<file path="src/rtl/ps2_keyboard_rx.sv">
// PS/2 keyboard receiver: synchronizes and de-glitches PS2C, deframes 11-bit frames.
// Define PS2_PREFIX_DECODE_EN to fold E0/F0 prefixes into key_ext/key_break.
module ps2_keyboard_rx #(
    parameter int unsigned FILTER_LEN     = 8,
    parameter int unsigned TIMEOUT_CYCLES = 50000
) (
    input  logic       MCLK,
    input  logic       reset_n,
    input  logic       PS2C,
    input  logic       PS2D,
    output logic [7:0] scan_code,
    output logic       scan_valid,
    output logic       key_break,
    output logic       key_ext,
    output logic       frame_err
);

    localparam int unsigned FILT_W = (FILTER_LEN > 1) ? $clog2(FILTER_LEN + 1) : 1;
    localparam int unsigned TO_W   = $clog2(TIMEOUT_CYCLES + 1);

    localparam logic [1:0] S_IDLE   = 2'd0;
    localparam logic [1:0] S_DATA   = 2'd1;
    localparam logic [1:0] S_PARITY = 2'd2;
    localparam logic [1:0] S_STOP   = 2'd3;

    logic              ps2c_s1_q, ps2c_s2_q;
    logic              ps2d_s1_q, ps2d_s2_q;
    logic              ps2c_filt_q, ps2c_filt_d;
    logic              ps2c_prev_q;
    logic [FILT_W-1:0] filt_cnt_q, filt_cnt_d;
    logic              fall_c;
    logic              timeout_c;

    logic [1:0]        state_q, state_d;
    logic [2:0]        bit_cnt_q, bit_cnt_d;
    logic [7:0]        shift_q, shift_d;
    logic              par_q, par_d;
    logic [TO_W-1:0]   to_cnt_q, to_cnt_d;
    logic [7:0]        code_q, code_d;
    logic              valid_q, valid_d;
    logic              err_q, err_d;
`ifdef PS2_PREFIX_DECODE_EN
    logic              pend_brk_q, pend_brk_d;
    logic              pend_ext_q, pend_ext_d;
    logic              brk_q, brk_d;
    logic              ext_q, ext_d;
`endif

    // Filtered clock flips only after FILTER_LEN consecutive differing samples
    always_comb begin
        ps2c_filt_d = ps2c_filt_q;
        filt_cnt_d  = '0;
        if (ps2c_s2_q != ps2c_filt_q) begin
            if (filt_cnt_q == FILT_W'(FILTER_LEN - 1)) begin
                ps2c_filt_d = ps2c_s2_q;
            end else begin
                filt_cnt_d = filt_cnt_q + FILT_W'(1);
            end
        end
    end

    assign fall_c    = ps2c_prev_q & ~ps2c_filt_q;
    assign timeout_c = (state_q != S_IDLE) && (to_cnt_q == TO_W'(TIMEOUT_CYCLES - 1));

    // Frame FSM; timeout wins over a coincident falling edge
    always_comb begin
        state_d   = state_q;
        bit_cnt_d = bit_cnt_q;
        shift_d   = shift_q;
        par_d     = par_q;
        to_cnt_d  = to_cnt_q;
        code_d    = code_q;
        valid_d   = 1'b0;
        err_d     = 1'b0;
`ifdef PS2_PREFIX_DECODE_EN
        pend_brk_d = pend_brk_q;
        pend_ext_d = pend_ext_q;
        brk_d      = brk_q;
        ext_d      = ext_q;
`endif

        if (state_q == S_IDLE || fall_c) begin
            to_cnt_d = '0;
        end else begin
            to_cnt_d = to_cnt_q + TO_W'(1);
        end

        if (timeout_c) begin
            state_d  = S_IDLE;
            err_d    = 1'b1;
            to_cnt_d = '0;
        end else if (fall_c) begin
            case (state_q)
                S_IDLE: begin
                    if (!ps2d_s2_q) begin
                        state_d   = S_DATA;
                        bit_cnt_d = 3'd0;
                    end else begin
                        err_d = 1'b1;
                    end
                end
                S_DATA: begin
                    shift_d   = {ps2d_s2_q, shift_q[7:1]};
                    bit_cnt_d = bit_cnt_q + 3'd1;
                    if (bit_cnt_q == 3'd7) begin
                        state_d = S_PARITY;
                    end
                end
                S_PARITY: begin
                    par_d   = ps2d_s2_q;
                    state_d = S_STOP;
                end
                default: begin
                    state_d = S_IDLE;
                    if (ps2d_s2_q && (^{shift_q, par_q})) begin
`ifdef PS2_PREFIX_DECODE_EN
                        if (shift_q == 8'hE0) begin
                            pend_ext_d = 1'b1;
                        end else if (shift_q == 8'hF0) begin
                            pend_brk_d = 1'b1;
                        end else begin
                            code_d     = shift_q;
                            valid_d    = 1'b1;
                            brk_d      = pend_brk_q;
                            ext_d      = pend_ext_q;
                            pend_brk_d = 1'b0;
                            pend_ext_d = 1'b0;
                        end
`else
                        code_d  = shift_q;
                        valid_d = 1'b1;
`endif
                    end else begin
                        err_d = 1'b1;
                    end
                end
            endcase
        end

`ifdef PS2_PREFIX_DECODE_EN
        if (err_d) begin
            pend_brk_d = 1'b0;
            pend_ext_d = 1'b0;
        end
`endif
    end

    always_ff @(posedge MCLK) begin
        if (!reset_n) begin
            ps2c_s1_q   <= 1'b1;
            ps2c_s2_q   <= 1'b1;
            ps2d_s1_q   <= 1'b1;
            ps2d_s2_q   <= 1'b1;
            ps2c_filt_q <= 1'b1;
            ps2c_prev_q <= 1'b1;
            filt_cnt_q  <= '0;
            state_q     <= S_IDLE;
            bit_cnt_q   <= '0;
            shift_q     <= '0;
            par_q       <= 1'b0;
            to_cnt_q    <= '0;
            code_q      <= 8'h00;
            valid_q     <= 1'b0;
            err_q       <= 1'b0;
`ifdef PS2_PREFIX_DECODE_EN
            pend_brk_q  <= 1'b0;
            pend_ext_q  <= 1'b0;
            brk_q       <= 1'b0;
            ext_q       <= 1'b0;
`endif
        end else begin
            ps2c_s1_q   <= PS2C;
            ps2c_s2_q   <= ps2c_s1_q;
            ps2d_s1_q   <= PS2D;
            ps2d_s2_q   <= ps2d_s1_q;
            ps2c_filt_q <= ps2c_filt_d;
            ps2c_prev_q <= ps2c_filt_q;
            filt_cnt_q  <= filt_cnt_d;
            state_q     <= state_d;
            bit_cnt_q   <= bit_cnt_d;
            shift_q     <= shift_d;
            par_q       <= par_d;
            to_cnt_q    <= to_cnt_d;
            code_q      <= code_d;
            valid_q     <= valid_d;
            err_q       <= err_d;
`ifdef PS2_PREFIX_DECODE_EN
            pend_brk_q  <= pend_brk_d;
            pend_ext_q  <= pend_ext_d;
            brk_q       <= brk_d;
            ext_q       <= ext_d;
`endif
        end
    end

    assign scan_code  = code_q;
    assign scan_valid = valid_q;
    assign frame_err  = err_q;
`ifdef PS2_PREFIX_DECODE_EN
    assign key_break  = brk_q;
    assign key_ext    = ext_q;
`else
    assign key_break  = 1'b0;
    assign key_ext    = 1'b0;
`endif

endmodule

</file>
<file path="config.mk">
export PLATFORM = sky130hd
export DESIGN_NAME = ps2_keyboard_rx
export DESIGN_NICKNAME = d
export VERILOG_FILES = /design/src/rtl/ps2_keyboard_rx.sv
export SDC_FILE = /design/constraint.sdc
export NUM_CORES = 1
export LEC_CHECK = 0
export CAP_MARGIN = 10
export CORE_ASPECT_RATIO = 1.5
export CORE_MARGIN = 2
export CORE_UTILIZATION = 40
export DETAILED_ROUTE_END_ITERATION = 10
export PLACE_DENSITY = 0.69
export RECOVER_POWER = 100
export SYNTH_ARGS = -nofsm -noshare
export SYNTH_HDL_FRONTEND = slang
export SYNTH_SLANG_ARGS = --single-unit
</file>
<file path="constraint.sdc">
create_clock -name MCLK -period 2.5 [get_ports MCLK]
set_clock_uncertainty 0.1 [all_clocks]
set_input_delay 0.5 -clock MCLK [delete_from_list [all_inputs] [get_ports MCLK]]
set_output_delay 0.5 -clock MCLK [all_outputs]
set_load 0.01 [all_outputs]
</file>
**Run 1: clock nets**

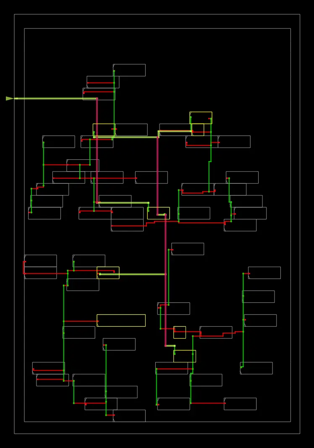
clock latency on the worst-skew pair: 0.31 ns
clock buffer count: 5
flip-flops: 50

**Run 1: wiring by layer**

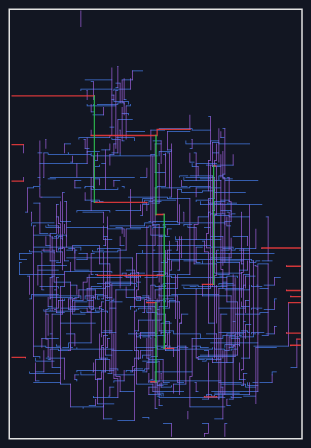
legend:
  M2:
    colour: purple
    wire_length: 2,030 um
  M4:
    colour: green
    wire_length: 116 um
  M1:
    colour: blue
    wire_length: 1,690 um
  M3:
    colour: red
    wire_length: 114 um
DR vias: 1,621
total wire length: 3.95 mm
GRT Overall Usage: 14.6%
wire per inst: 12.4 um

==> results.py, run 1 <==
# Physical implementation metrics
metrics = {
    "status": {
        "status": "finished clean",
    },
    "layout": {
        "buf_share_pct": 5.58,
        "final_nets": 261,
        "finish.utilization_pct": 46.5,
        "drive_above_1_share_pct": 5.62,
        "biggestCellCategory": "combinational gates",
    },
    "synth": {
        "ys_seq_share_pct": 44.6,
        "flop_cell": "dfxtp_1",
        "yosys_warnings": 0,
    },
    "floorplanning": {
        "die_w_um": 65.1,
        "dieHeight_um": 95.7,
        "io_pins": 16,
    },
    "critical_path": {
        "cpLargestDelayFamily": "simple AND/OR/NAND/NOR gates",
        "path_cells": "inv_1 -> ha_1 -> and4b_1 -> nand4_1 -> and2_0 -> nand4_1 -> a21oi_1",
        "cp-startpoint": "state_q[0]$_SDFFE_PP0P_",
        "cp_max_fo": 9,
    },
    "sta": {
        "hold_viol_final": 0,
        "relSlewSlack_pct": 58.2,
        "worstMarginPinSlew_ns": 0.626,
        "period_needed_ns": 2.09,
    },
    "clocking": {
        "cts_inserted_buffers": 5,
    },
    "power_and_ir_drop": {
        "p_int_mw": 1.10,
        "pwr-share-seq_pct": 57.6,
    },
    "route": {
        "viasPerCell": 5.08,
    },
}
**Run 1: gate-type map**

Scale bar: 20 um.
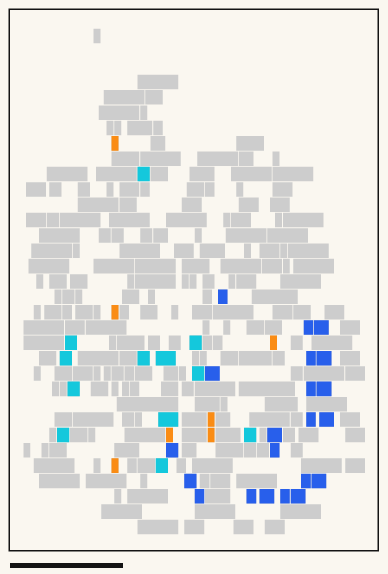
legend:
  and/or cells:
    colour: cyan
    cells: 12
  inv cells:
    colour: orange
    cells: 7
  aoi and oai cells:
    colour: blue
    cells: 21
    where: south-east
Top cell excl fill/tap: dfxtp_1
Non-Filler Instances: 319
combinational share of cell area: 45.9%

[run 1: worst max-delay path by stage]
| stage | end | slack (ns) | depth (start not counted) |
|---|---|---|---|
| after CTS | bit_cnt_q[2]$_SDFFE_PN0P_ | 0.23 | 7 |
| after global placement | bit_cnt_q[1]$_SDFFE_PN0P_ | 0.33 | 7 |
| after detailed placement | bit_cnt_q[2]$_SDFFE_PN0P_ | 0.25 | 7 |
| after floorplan | bit_cnt_q[0]$_SDFFE_PN0P_ | 0.64 | 8 |
| final | scan_code[2]$_SDFFE_PN0P_ | 0.41 | 7 |
| after global routing | scan_code[4]$_SDFFE_PN0P_ | 0.19 | 7 |
[run 1: state kept, by name, summed over array words and instances (netlist names)]
name / count
frame_err: 1
shift_q: 8
state_q: 2
scan_code: 8
filt_cnt_q: 4
ps2d_s1_q: 1
bit_cnt_q: 3
ps2d_s2_q: 1
scan_valid: 1
ps2c_filt_q: 1
ps2c_s2_q: 1
to_cnt_q: 16
ps2c_prev_q: 1
par_q: 1
ps2c_s1_q: 1
[run 1: kinds of logic (layout without fill, tap and decap cells)]
family / count (synthesis) / after routing / synth area share (%)
XOR/XNOR: 25 / 25 / 11.9
AND-OR/OR-AND: 25 / 25 / 7.47
buffers and inverters: 19 / 30 / 3.85
multiplexers: 10 / 10 / 4.46
other: 1 / 2 / 0.167
AND/OR/NAND/NOR: 98 / 98 / 22.5
adder cells (fa/ha/maj): 9 / 9 / 5.02
flip-flops: 50 / 50 / 44.6
[run 1: per-layer routing]
| metal | part of all wire [%] | track usage (%) | wire length [um] |
|---|---|---|---|
| met1 | 43 | 15.8 | 1690 |
| met2 | 51 | 26.1 | 2030 |
| met3 | 2.9 | 3.51 | 114 |
| met4 | 2.9 | 7.64 | 115 |
| met5 | 0 | 0 | 0 |
==> run 2, diff against run 1 <==
--- a/config.mk
+++ b/config.mk
@@ -10,7 +10,7 @@
 export CORE_MARGIN = 2
 export CORE_UTILIZATION = 40
 export DETAILED_ROUTE_END_ITERATION = 10
-export PLACE_DENSITY = 0.69
+export PLACE_DENSITY = 0.71
 export RECOVER_POWER = 100
 export SYNTH_ARGS = -nofsm -noshare
 export SYNTH_HDL_FRONTEND = slang
==> constraint.sdc (replaced) <==
create_clock -name MCLK -period 1.84 [get_ports MCLK]
set_clock_uncertainty 0.1 [all_clocks]
set_input_delay 0.368 -clock MCLK [delete_from_list [all_inputs] [get_ports MCLK]]
set_output_delay 0.368 -clock MCLK [all_outputs]
set_load 0.01 [all_outputs]
**Run 2: where the registers sit**

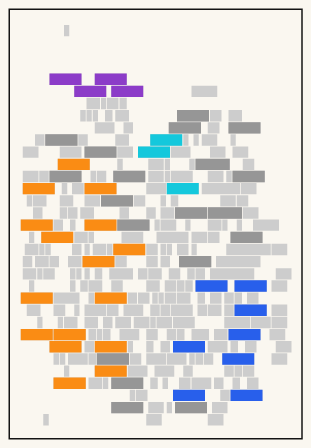
legend:
  to_cnt_q:
    colour: orange
    placed_flops: 16
  filt_cnt_q:
    colour: purple
    placed_flops: 4
  bit_cnt_q:
    colour: cyan
    placed_flops: 3
  scan_code:
    colour: blue
    placed_flops: 8
    where: south-east
flop share of the area: 35.9%
sequential power: 1.09 mW
final core occ: 51.3%
Seq. cell area: 1000 um2

==> run 2 against run 1 <==
  * The run now ends with negative setup slack left
  * Via count grew 5.7%
  * Worst setup slack lost 0.43 ns
  * Area after synthesis is the same
  * Core utilization grew 4.8 points
  * Total power grew 28%
  * Flip-flop count is the same
  * Critical endpoint is now scan_code[1]$_SDFFE_PN0P_
  * Highest routed layer unchanged
==> results.py, run 2 <==
# Physical implementation metrics
metrics = {
    "status": {
        "status": "finished, violations left",
        "violations": "negative setup slack",
    },
    "route": {
        "viasPerCell": 5.03,
        "routed_wirelength_mm": 4.42,
        "highest_layer": "met4",
        "routedWlPerCell_um": 13.0,
        "wl_met1_mm": 1.83,
    },
    "power_and_ir_drop": {
        "pwr-share-seq_pct": 61.1,
        "p_int_mw": 1.40,
    },
    "layout": {
        "comb_share_pct": 45.6,
        "buf_share_pct": 11.1,
        "nClkBuffers": 7,
        "drive_above_1_share_pct": 19.2,
        "top_register": "to_cnt_q",
        "lay_top_count": "dfxtp_1",
    },
    "sta": {
        "hold_viol_final": 0,
        "setup_ws_ns": -0.0146,
        "finalSetupViolCount": 5,
        "period_needed_ns": 1.85,
    },
    "critical_path": {
        "cp-endpoint": "scan_code[1]$_SDFFE_PN0P_",
        "cp_max_fo": 5,
    },
    "global_route": {
        "met2_usage_pct": 26.6,
        "met1_usage_pct": 17.0,
        "track_usage_pct": 15.2,
    },
    "synth": {
        "xor_share_pct": 11.9,
        "synth.cellmix.simpleShare_pct": 22.5,
        "muxShareOfSynthArea_pct": 4.46,
        "logic_family": "simple AND/OR/NAND/NOR gates",
    },
    "floorplanning": {
        "die_w_um": 65.1,
    },
}
==> run 2: metrics by stage <==
stage | instances | utilization, % | setup slack, ns | setup TNS [ns] | hold slack (ns)
3_5_place_dp | 332 | 47.5 | 0.00478 | 0 | 0.294
2_1_floorplan | 238 | - | 0.00231 | 0 | 0.286
5_1_grt | 341 | 51.3 | -0.0731 | -0.548 | 0.326
3_3_place_gp | 332 | 47.5 | 0.0363 | 0 | 0.292
4_1_cts | 341 | 49.7 | -0.00401 | -0.0123 | 0.314
6_report | 341 | 51.3 | -0.0146 | -0.0469 | 0.311
==> run 2: critical path, stage by stage, from the launching register on <==
cell and delay (ns):
dfxtp_2 0.34, xor2_1 0.18, xnor3_2 0.58, xnor2_4 0.21
o31ai_2 0.25, a21oi_2 0.09
==> run 2: how the worst min path moves through the flow <==
stage                     slack (ns)                 start              endpoint  cells past startpoint
final                           0.31  ps2c_s1_q$_SDFF_PN1_  ps2c_s2_q$_SDFF_PN1_                      1
after CTS                       0.31  ps2c_s1_q$_SDFF_PN1_  ps2c_s2_q$_SDFF_PN1_                      1
after global placement          0.29  ps2c_s1_q$_SDFF_PN1_  ps2c_s2_q$_SDFF_PN1_                      1
after floorplan                 0.29  ps2c_s1_q$_SDFF_PN1_  ps2c_s2_q$_SDFF_PN1_                      1
after detailed placement        0.29  ps2c_s1_q$_SDFF_PN1_  ps2c_s2_q$_SDFF_PN1_                      1
after global routing            0.33  ps2c_s1_q$_SDFF_PN1_  ps2c_s2_q$_SDFF_PN1_                      1
==> run 2: cell families after synthesis <==
group	after synthesis
buf+inv	19
simple gates	98
xor+xnor	25
flops	50
fa+ha+maj	9
other cells	1
mux	10
compound gates	25
==> run 2: repair_timing <==
item,CTS,global route
resized,1,20
hold buffers,0,0
gates cloned,1,0
pin swaps,1,5
setup endpoints to repair,6,38
**Run 2: pin map**

Pins as bars across the die edge, other pins in grey.
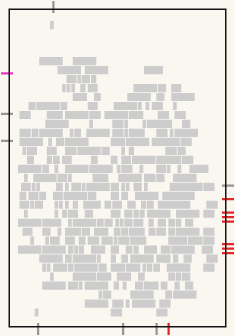

==> run 3, diff against run 2 <==
--- a/config.mk
+++ b/config.mk
@@ -10,7 +10,7 @@
 export CORE_MARGIN = 2
 export CORE_UTILIZATION = 40
 export DETAILED_ROUTE_END_ITERATION = 10
-export PLACE_DENSITY = 0.71
+export PLACE_DENSITY = 0.58
 export RECOVER_POWER = 100
 export SYNTH_ARGS = -nofsm -noshare
 export SYNTH_HDL_FRONTEND = slang
==> constraint.sdc (replaced) <==
create_clock -name MCLK -period 1.5 [get_ports MCLK]
set_clock_uncertainty 0.1 [all_clocks]
set_input_delay 0.3 -clock MCLK [delete_from_list [all_inputs] [get_ports MCLK]]
set_output_delay 0.3 -clock MCLK [all_outputs]
set_load 0.1 [all_outputs]
**Run 3: pin map**

Pins as bars across the die edge, other pins in grey.
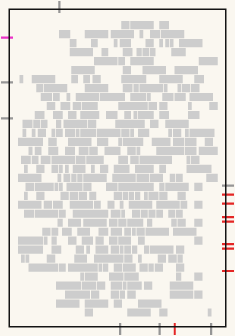
legend:
  MCLK:
    colour: magenta
    pins: 1
    direction: input
    edge: west
  scan_code:
    colour: red
    pins: 8
    direction: output
    edge: 7 east, 1 south
chip height: 95.7 um
# port buffers: 13
Die W: 65.1 um

==> run 3 against run 2 <==
  * Cell area increased by 13%
  * Total power increased by 43%
  * Sequential power increased by 23%
  * Non-clock buffer count increased by 31
  * Sequential share of layout area decreased by 4.0 points
  * The run still ends with negative setup slack left
  * Critical endpoint is now frame_err$_SDFF_PN0_
  * Critical path depth unchanged
  * Critical path type unchanged
  * Maximum frequency increased by 3.5%
  * Area after synthesis unchanged
==> results.py, run 3 <==
# Physical implementation metrics
metrics = {
    "status": {
        "status": "finished, violations left",
        "violations": "negative setup slack",
    },
    "hold_path": {
        "min_from": "ps2c_s1_q$_SDFF_PN1_",
        "hold_depth": 1,
        "min_to": "ps2c_s2_q$_SDFF_PN1_",
    },
    "critical_path": {
        "critPathLaunchType": "flop",
        "cp-endpoint": "frame_err$_SDFF_PN0_",
        "crit_path_top_delay_cell": "xnor3_2",
        "slowest_delay_ns": 0.51,
        "path_cells": "xnor2_2 -> xnor3_2 -> xnor2_4 -> a31oi_1 -> a21oi_1",
        "r2r-start": "shift_q[1]$_SDFFE_PN0P_",
        "worst-path-buf-inv": 0,
    },
    "global_route": {
        "track_usage_pct": 17.5,
    },
    "layout": {
        "instances_no_fill": 373,
        "lay_top_count": "buf_4",
        "top_register": "to_cnt_q",
        "drive_above_1_share_pct": 38.9,
        "largest_reg_flops": 16,
    },
    "sta": {
        "period_needed_ns": 1.79,
        "relSlewSlack_pct": 66.6,
        "finalSetupViolCount": 43,
        "hold_viol_final": 0,
        "worstMarginPinSlew_ns": 0.501,
        "setup_ws_ns": -0.292,
    },
    "place": {
        "dp_cells": 357,
        "preCtsSetupSlack_ns": -0.282,
        "place_hpwl_mm": 3.57,
    },
    "clocking": {
        "cts_inserted_buffers": 5,
        "postCtsHoldBufs": 0,
    },
    "route": {
        "routedWlPerCell_um": 13.5,
        "viasPerCell": 4.99,
        "routed_wirelength_mm": 5.02,
    },
    "power_and_ir_drop": {
        "power.total_mw": 2.55,
    },
    "floorplanning": {
        "io_pins": 16,
    },
    "synth": {
        "top_area_share_pct": 44.6,
    },
}
## run 3: cell types whose count changed in the layout (fill, tap and decap cells not counted), moves of 6 or more
cell / change
nor2_2: +6
nor2_1: -9
dfxtp_1: -7
clkbuf_4: +10
dfxtp_2: +7
dlygate4sd3_1: -10
buf_4: +27
## run 3: cell families (layout without fill, tap and decap cells)
kind of cell    count (synthesis)  after routing  share of synthesized area, %
mux                            10             10                          4.46
flops                          50             50                          44.6
other cells                     1              2                         0.167
xor+xnor                       25             25                          11.9
buf+inv                        19             82                          3.85
simple gates                   98            100                          22.5
fa+ha+maj                       9              9                          5.02
compound gates                 25             25                          7.47
## run 3: what timing repair did
item,in CTS,in global routing
gates cloned,1,1
setup endpoints to repair,40,40
pin swaps,22,7
hold endpoints to repair,0,0
setup buffers,4,2
resized,28,13
## run 3: metrics by stage
stage          setup TNS (ns)  hold slack [ns]
2_1_floorplan           -4.22            0.273
5_1_grt                -11.49            0.336
6_report                -8.08            0.314
3_3_place_gp            -7.14            0.290
3_5_place_dp            -8.18            0.299
4_1_cts                 -7.67            0.320
## run 3: layout make-up
cell class | instances | area, um2
fillers | 507 | 2280
multi-input cells | 171 | 1370
flip-flops and latches | 50 | 1010
repair buffers | 67 | 534
well taps | 70 | 87.6
clock buffers | 6 | 82.6
clock inverters | 2 | 60.1
inverters | 7 | 26.3
## run 3: power by group
group | leakage (nW) | total (mW) | switching (mW) | internal (mW)
Clock | 0.0714 | 1.16 | 0.444 | 0.711
Combinational | 0.812 | 0.0617 | 0.0433 | 0.0184
Sequential | 0.408 | 1.34 | 0.00501 | 1.33
## run 3: per-layer routing
layer	routed length (um)	GRT usage, %	up-vias
met4	93	6.42	0
met3	132	3.39	8
li1	-	-	947
met5	0	0	-
met2	2770	33.5	23
met1	2020	18.7	882
Power is estimated from default activity; no workload was simulated.
